Fig. 1: run 1, selected gate families
Scale: 3 px per um.
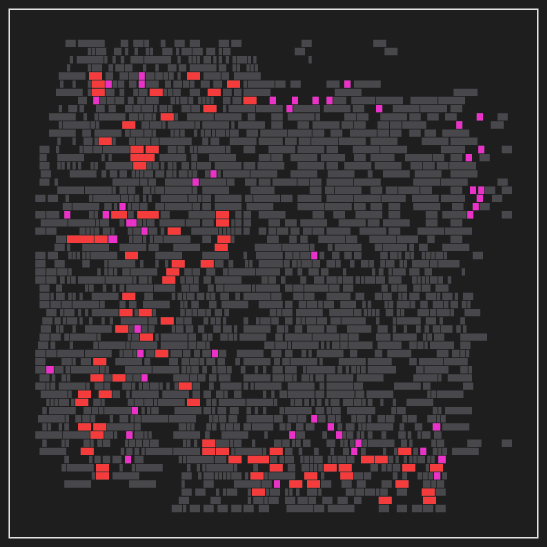
Fig. 2: run 1, nets reached from selected ports
Scale: 1.5 px per um.
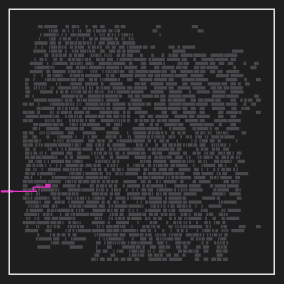
Fig. 3: run 1, placement view
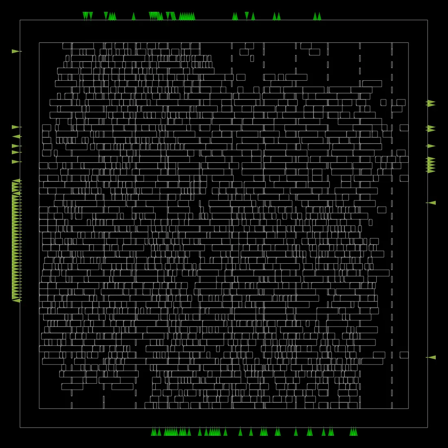
==> config.mk <==
export PLATFORM = sky130hd
export DESIGN_NAME = conv_writeback
export DESIGN_NICKNAME = d
export VERILOG_FILES = /design/src/rtl/conv_pkg.sv /design/src/rtl/conv_wb_fifo.sv /design/src/rtl/conv_writeback.sv
export SDC_FILE = /design/constraint.sdc
export NUM_CORES = 1
export LEC_CHECK = 0
export CAP_MARGIN = 20
export CORE_MARGIN = 8
export CORE_UTILIZATION = 50
export DETAILED_ROUTE_END_ITERATION = 10
export PLACE_DENSITY = 0.74
export SLEW_MARGIN = 20
export SYNTH_ARGS = -nofsm -noshare
export SYNTH_HDL_FRONTEND = slang
export SYNTH_HIERARCHICAL = 1
export SYNTH_SLANG_ARGS = --single-unit
==> constraint.sdc <==
create_clock -name clk -period 2.9 [get_ports clk]
set_input_delay 0.29 -clock clk [delete_from_list [all_inputs] [get_ports clk]]
set_output_delay 0.29 -clock clk [all_outputs]
set_load 0.02 [all_outputs]
==> qor.yml <==
outcome:
  outcome: "complete, but fails checks"
  violations: "negative setup slack"
synthesis:
  synth_cell_type_count: 80
  synth_simple_gate_area_share_pct: 17.0
  ff_type: "dfrtp_1"
  aoi_share_pct: 12.8
  synthArstFlopShare_pct: 100
  mux_share_pct: 15.9
  yosysChipArea_sq_um: 12700
  synth_flops: 194
  edf_count: 0
  syn_nets: 1473
  avgSynthCellArea_sq_um: 9.75
  yosys.area_share.adder_pct: 7.54
  xor_share_pct: 4.81
  top_logic_kind: "simple AND/OR/NAND/NOR gates"
  ys_cells: 1307
  synth_area_sq_um: 12700
  synthesis.instances: 1307
  yosysWarnings: 6
  yosysSeqAreaShare_pct: 38.1
worst_setup_path:
  crit_path_frequent_cell: "o21ai_2"
  slowest_stage: "dfrtp_1"
  crit_required_ps: 2610
  crit_chain: "ha_2 > inv_2 > fa_2 > nor2b_4 > o21ai_2 > a21boi_2 > o21ai_2 > a311o_1 > a31oi_1 > xnor2_1 > nor2_1 > buf_4"
  path_max_fanout: 3
  critPathKind: "register to output pin"
  setup.worst_path.start_class: "register"
  worst_path_largest_cell_delay_ps: 360
  worst_r2r_path_depth: 9
  crit_path_end_kind: "output pin"
  rrSetupSlack_ps: 110
  cp_data_arrival_time_ps: 2720
clock_network:
  cts_buffers: 17
  clk_latency_ps: 430
  cts_buffer_depth: 2
  cts_sinks: 194
  cts_htree_levels: 4
  clk_pin_slew_worst_paths_ps: 80
  cts_tree: "done"
  cts-root-buf: "clkbuf_16"
placement:
  dpl.cell_count: 1795
  routabilityCongestion: 0.901
  dpl_cell_area_sq_um: 14900
  dp_hpwl_um: 23300
finish:
  antennaDiodeCount: 0
  drive_gt1_share_pct: 20.5
  fillers: 2106
  largest_reg_flops: 64
  fin_nets: 1657
  finish.instance_area_sq_um: 15600
  syn2layout_area_growth_pct: 22.5
detailed_routing:
  viasPerCell: 5.65
  drc: 0
  wl_um: 31200
  vias: 10368
  drt-initial-drc-count: 702
  first_pass_iters: 5
  ant_nets: 0
  routedWlPerCell_um: 17.0
sta:
  post-route-period-util_pct: 104
  finalHoldViolations: 0
  maxSlewHeadroom_pct: 59.5
  setup_slack_ps: -110
  tightest_slew_ps: 608
  rsz0062_at_grt: "yes"
  fmax_ghz: 0.332
  setup_viol: 3
  skew_ps: 13.3
global_routing:
  grt_max_degree: 71
  grt_first_pass_wirelength_um: 51900
  antenna_found_initial: 0
  first_global_vias: 10572
  grt-ovfl-total: 0
  grt_usage_pct: 20.4
pwr:
  peakVddDrop_mv: 0.357
  powerDensity_nw_per_um2: 428
  p_leak_nw: 7.62
floorplan:
  die_h_um: 176
  fp-row-count: 58
  chip_area_sq_um: 30900
  initial_utilization_pct: 50.8
  die_w_um: 176
hold_path:
  hp-class: "input port to register"
  hold_path_depth: 3
flow_run:
  warning_count: 32
  maxCapViolCount: 0
Notes on Fig. 1 above:
legend:
  magenta:
    family: and/or cells
    cells: 48
    where: widely spread
  red:
    family: fa/ha/maj cells
    cells: 75
fin cells: 1834
most numerous logic cell after layout: nand2_1
Comb area share: 48.1%

Notes on Fig. 2 above:
legend:
  magenta:
    port: in_ready
    bits: 1
    direction: output
    edge: west
    end_cells: 1
    wire: 27.9 um
input/output buffers: 125
IO Pins: 126

Notes on Fig. 3 above:
flop count: 194
tap cell count: 330
Core Util, Final: 62.2%
sequential fraction of total cell area: 31.1%
CORE AREA: 25100 sq um

## run 1: power breakdown
part / switching, mW / internal [mW] / total [mW]
Combinational: 0.765 / 0.693 / 1.46
Sequential: 0.0689 / 2.78 / 2.85
Clock: 1.13 / 1.24 / 2.37
Total: 1.96 / 4.71 / 6.68
## run 1: critical path, delay by kind of cell (launching register included)
kind                       cells  cell delay (ps)
DFF                            1              360
xor gates and xnor gates       1              140
adders and majority gates      2              560
and+or+nand+nor                2              200
AOI/OAI and AO/OA              5              830
buffers and inverters          2              200
## run 1: final cells by class
class | instances | area, sq um | share of cell area [%]
sequential | 194 | 4860 | 31.1
tap | 330 | 413 | 2.64
timing repair buffer | 227 | 2090 | 13.4
clock buffer | 18 | 439 | 2.81
inverter | 41 | 154 | 0.985
clock inverter | 14 | 149 | 0.953
multi-input combinational | 1010 | 7520 | 48.1
## run 1: layout by cell type, fill, tap and decap left out, types with 21 or more instances in the layout
master and count:
xor2_1 33, nand2_1 235, mux4_2 36, mux2i_1 35, dfrtp_1 192, clkdlybuf4s50_1 104
buf_4 102, and2_1 21, ha_1 70, xnor2_1 36, a21oi_1 56, mux2_2 68
nor2_1 75, a21o_1 25, inv_1 36, o21ai_0 69
## run 1: logic make-up after synthesis
family,after synthesis
AOI/OAI and AO/OA,254
xor gates and xnor gates,70
adders and majority gates,75
buffers and inverters,103
DFF,194
muxes,144
and+or+nand+nor,467
## run 1: routing by layer
layer  share of wire [%]  up-vias  global-route usage (%)
met5                   0        -                       0
met4                 1.2        0                    5.26
met3                 4.2       29                    3.76
met2                  50      209                    35.0
met1                  44     5101                    26.0
li1                    -     5029                       -
## run 1: cell usage after synthesis (all sizes together) (28+ instances only)
cell type / number / share of area (%)
nand2: 236 / 6.9
dfrtp: 194 / 38
o21ai: 81 / 3.3
nor2: 80 / 2.5
ha: 72 / 7.1
mux2: 70 / 6.2
a21oi: 61 / 2.5
inv: 40 / 1.2
mux2i: 37 / 3.0
mux4: 37 / 6.6
xnor2: 37 / 2.5
buf: 33 / 1.8
xor2: 33 / 2.3
clkbuf: 29 / 0.86
a21o: 28 / 1.7
## run 1: repair_timing
action,in CTS,in global routing
setup buffers,3,3
endpoints found under the hold margin,68,0
pin swaps,14,15
endpoints found under the setup margin,13,81
hold buffers,1,0
resized,48,37
## run 1: per-stage QoR
| step | hold WS [ps] | setup WS (ps) | setup TNS [ps] | power (mW) | util [%] |
|---|---|---|---|---|---|
| final | 377 | -110 | -164 | 6.68 | 62.2 |
| after global placement | 345 | -293 | -1990 | 4.28 | 59.3 |
| after CTS | 368 | -155 | -201 | 6.69 | 61.7 |
| after floorplan | -5.59 | 25.7 | 0 | 3.65 | - |
| after detailed placement | 355 | -411 | -2900 | 4.31 | 59.3 |
| after global routing | 374 | -268 | -1160 | 6.97 | 62.2 |
Power and IR drop assume default switching activity.
